Figure 1. The metal 2 layer.
(6 px per um)
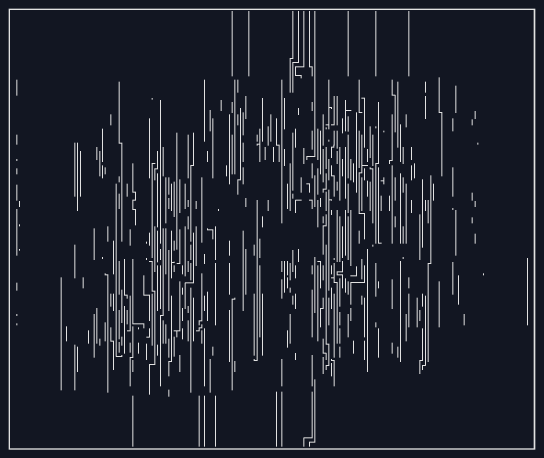
Figure 2. Placement view.
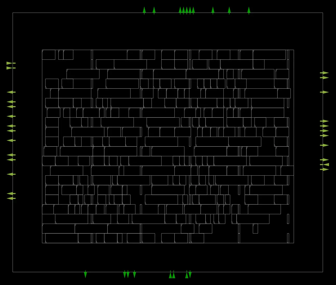
**config.mk**
```make
export PLATFORM = sky130hd
export DESIGN_NAME = jk_ff_driver
export DESIGN_NICKNAME = d
export VERILOG_FILES = /design/src/rtl/jk_drv_pkg.sv /design/src/rtl/jk_excite_enc.sv /design/src/rtl/jk_ff_driver.sv
export SDC_FILE = /design/constraint.sdc
export NUM_CORES = 1
export LEC_CHECK = 0
export CORE_ASPECT_RATIO = 0.8
export CORE_MARGIN = 8
export CORE_UTILIZATION = 55
export DETAILED_ROUTE_END_ITERATION = 10
export PLACE_DENSITY = 0.84
export SLEW_MARGIN = 10
export SYNTH_ARGS = -nofsm -noshare
export SYNTH_HDL_FRONTEND = slang
export SYNTH_SLANG_ARGS = --single-unit
export TNS_END_PERCENT = 1
```
**constraint.sdc**
```tcl
create_clock -name clk -period 5.4 [get_ports clk]
set_clock_uncertainty 0.05 [all_clocks]
set_input_delay 1.08 -clock clk [delete_from_list [all_inputs] [get_ports clk]]
set_output_delay 1.08 -clock clk [all_outputs]
set_load 0.02 [all_outputs]
```
**src/rtl/jk_drv_pkg.sv**
```systemverilog
// Shared types and constants for the JK flip-flop stimulus driver family.
// Excitation codes are packed as {j,k}.
package jk_drv_pkg;

   typedef enum logic [1:0] {IDLE, DRIVE, SETTLE, CHECK} state_e;

   localparam logic [1:0] HOLD = 2'b00;
   localparam logic [1:0] RST  = 2'b01;
   localparam logic [1:0] SET  = 2'b10;
   localparam logic [1:0] TGL  = 2'b11;

   localparam int SETTLE_MAX = 15;

endpackage

```
**src/rtl/jk_excite_enc.sv**
```systemverilog
// Combinational JK excitation encoder: picks the {j,k} drive that moves
// a JK flip-flop from q_cur to q_tgt on its next clock.
module jk_excite_enc
   import jk_drv_pkg::*;
(
   input  logic       q_cur,
   input  logic       q_tgt,
   input  logic       use_toggle,
   output logic [1:0] jk
);

   always_comb begin
      jk = HOLD;
      if (q_cur != q_tgt) begin
         jk = use_toggle ? TGL : (q_tgt ? SET : RST);
      end
   end

endmodule

```
**src/rtl/jk_ff_driver.sv**
```systemverilog
// Drives a JK flip-flop towards a stream of target Q values, then checks the
// q/q_bar feedback after a settle window and keeps saturating pass/fail counts.
module jk_ff_driver
   import jk_drv_pkg::*;
#(
   parameter int SETTLE_CYCLES = 1,
   parameter int USE_TOGGLE    = 0,
   parameter int CNT_W         = 16
) (
   input  logic             clk,
   input  logic             reset,
   input  logic             tgt_valid,
   input  logic             tgt_bit,
   output logic             tgt_ready,
   output logic             j,
   output logic             k,
   input  logic             q,
   input  logic             q_bar,
   output logic             err,
   output logic             err_sticky,
   output logic [CNT_W-1:0] done_cnt,
   output logic [CNT_W-1:0] err_cnt
);

   generate
      if (SETTLE_CYCLES < 1 || SETTLE_CYCLES > SETTLE_MAX) begin : g_bad_settle
         $error("jk_ff_driver: SETTLE_CYCLES out of range");
      end
   endgenerate

   localparam logic [3:0] SETTLE_LOAD = 4'(SETTLE_CYCLES - 1);

   state_e           state_q;
   logic             tgt_q;
   logic             q_exp_q;
   logic             ready_q;
   logic             j_q;
   logic             k_q;
   logic             err_q;
   logic             sticky_q;
   logic [3:0]       settle_q;
   logic [CNT_W-1:0] done_q;
   logic [CNT_W-1:0] errc_q;
   logic [1:0]       jk_d;
   logic             chk_fail;

   function automatic logic [CNT_W-1:0] sat_inc(input logic [CNT_W-1:0] v);
      return (&v) ? v : v + CNT_W'(1);
   endfunction

   // Excitation is computed from the offered bit so j/k register on the accept edge.
   jk_excite_enc u_enc (
      .q_cur      (q_exp_q),
      .q_tgt      (tgt_bit),
      .use_toggle (USE_TOGGLE != 0),
      .jk         (jk_d)
   );

   assign chk_fail = (q != tgt_q) || (q_bar == q);

   always_ff @(posedge clk or posedge reset) begin
      if (reset) begin
         state_q  <= IDLE;
         tgt_q    <= 1'b0;
         q_exp_q  <= 1'b0;
         ready_q  <= 1'b0;
         j_q      <= 1'b0;
         k_q      <= 1'b0;
         err_q    <= 1'b0;
         sticky_q <= 1'b0;
         settle_q <= 4'd0;
         done_q   <= '0;
         errc_q   <= '0;
      end else begin
         err_q <= 1'b0;
         case (state_q)
            IDLE: begin
               if (tgt_valid && ready_q) begin
                  tgt_q      <= tgt_bit;
                  {j_q, k_q} <= jk_d;
                  ready_q    <= 1'b0;
                  state_q    <= DRIVE;
               end else begin
                  ready_q <= 1'b1;
               end
            end
            DRIVE: begin
               j_q      <= 1'b0;
               k_q      <= 1'b0;
               settle_q <= SETTLE_LOAD;
               state_q  <= SETTLE;
            end
            SETTLE: begin
               if (settle_q == 4'd0) state_q <= CHECK;
               else                  settle_q <= settle_q - 4'd1;
            end
            CHECK: begin
               // Adopt the observed Q so one failure does not cascade.
               q_exp_q <= q;
               done_q  <= sat_inc(done_q);
               ready_q <= 1'b1;
               state_q <= IDLE;
               if (chk_fail) begin
                  err_q    <= 1'b1;
                  sticky_q <= 1'b1;
                  errc_q   <= sat_inc(errc_q);
               end
            end
            default: begin
               j_q     <= 1'b0;
               k_q     <= 1'b0;
               ready_q <= 1'b0;
               state_q <= IDLE;
            end
         endcase
      end
   end

   assign tgt_ready  = ready_q;
   assign j          = j_q;
   assign k          = k_q;
   assign err        = err_q;
   assign err_sticky = sticky_q;
   assign done_cnt   = done_q;
   assign err_cnt    = errc_q;

endmodule

```
==> summary.txt <==
fresh numbers from the pnr run: status=finished clean, r2r startpoint=state_q[0]$_DFFE_PP0P_, max_cap viols=0, TritonRoute pass-1 iters=4, core outline area=3850 um^2, total global-route track usage=16.2%, RSZ-0062 raised after global routing=no, hold slack=0.451 ns, critical path endpoint category=flop, pwr/cell area=389 nW/um^2, CTS tree=built, antenna-violating nets left=0, Worst EP required=5.54 ns, Sw Share=36.7%, Gate Count Post-Synth=208, relative slew slack=61.8%, clk sink count=45, CP cell instances=clkdlybuf4s50_1, or3b_2, nand3_1, nor2_2, mux2_2, Seq group=0.483 mW, Die H=73.0 um, Clock-cell share=3.58%, Yosys top cell by area=dfrtp_1, Basic Gates by Area=23.4%, Yosys Chip Area=2240 um^2, Final Hold Vio Count=0, yosys warns=0, Crit. path cell count=5, clk_lat worst skew=0.31 ns, Internal Dissipation=0.697 mW, Net Switching=0.403 mW, nets@finish=270, Synth Area per Inst=10.7 um^2, Routability Congestion=0.811, Adder Share, Synth=3.92%, largest net degree at the start of global routing=46, clkbuf count=7, Dominant cell area share=50.4%, clock share of power=20.7%, Antenna Cells=0, Critical Path Sink=err_cnt[1]$_DFFE_PP0P_
Back to the opening pictures, Figure 1:
share of all routed wire = 45%
nets with wire on the layer = 240
wire length on this layer = 2200 um
longest straight run = 28.7 um
main direction = vertical

Back to the opening pictures, Figure 2:
Tap Count: 55
flop share of the area: 39.8%
# rows: 20
flop count: 45

## cells in the mapped netlist, drive strengths merged
master   count
dfrtp       45
xor2        16
nand2       15
inv         14
nand3       13
nand4       12
o21ai       12
nor3        11
nor2         9
nor4         9
ha           7
xnor2        6
mux2         5
and3         3
and4         3
mux2i        3
nand2b       3
nor4b        3
a32o         2
and2         2
nor3b        2
a2111oi      1
a21oi        1
a2bb2oi      1
a41oi        1
buf          1
nand3b       1
o211ai       1
o22a         1
o31a         1
o41a         1
o41ai        1
or3b         1
or4          1
## kinds of logic (layout without fill, tap and decap cells)
kind of cell,Yosys count,count (layout)
compound gates,23,23
xor+xnor,22,22
fa+ha+maj,7,7
buf+inv,15,65
flops,45,45
mux,8,8
simple gates,88,88
Power is estimated from default activity; no workload was simulated.
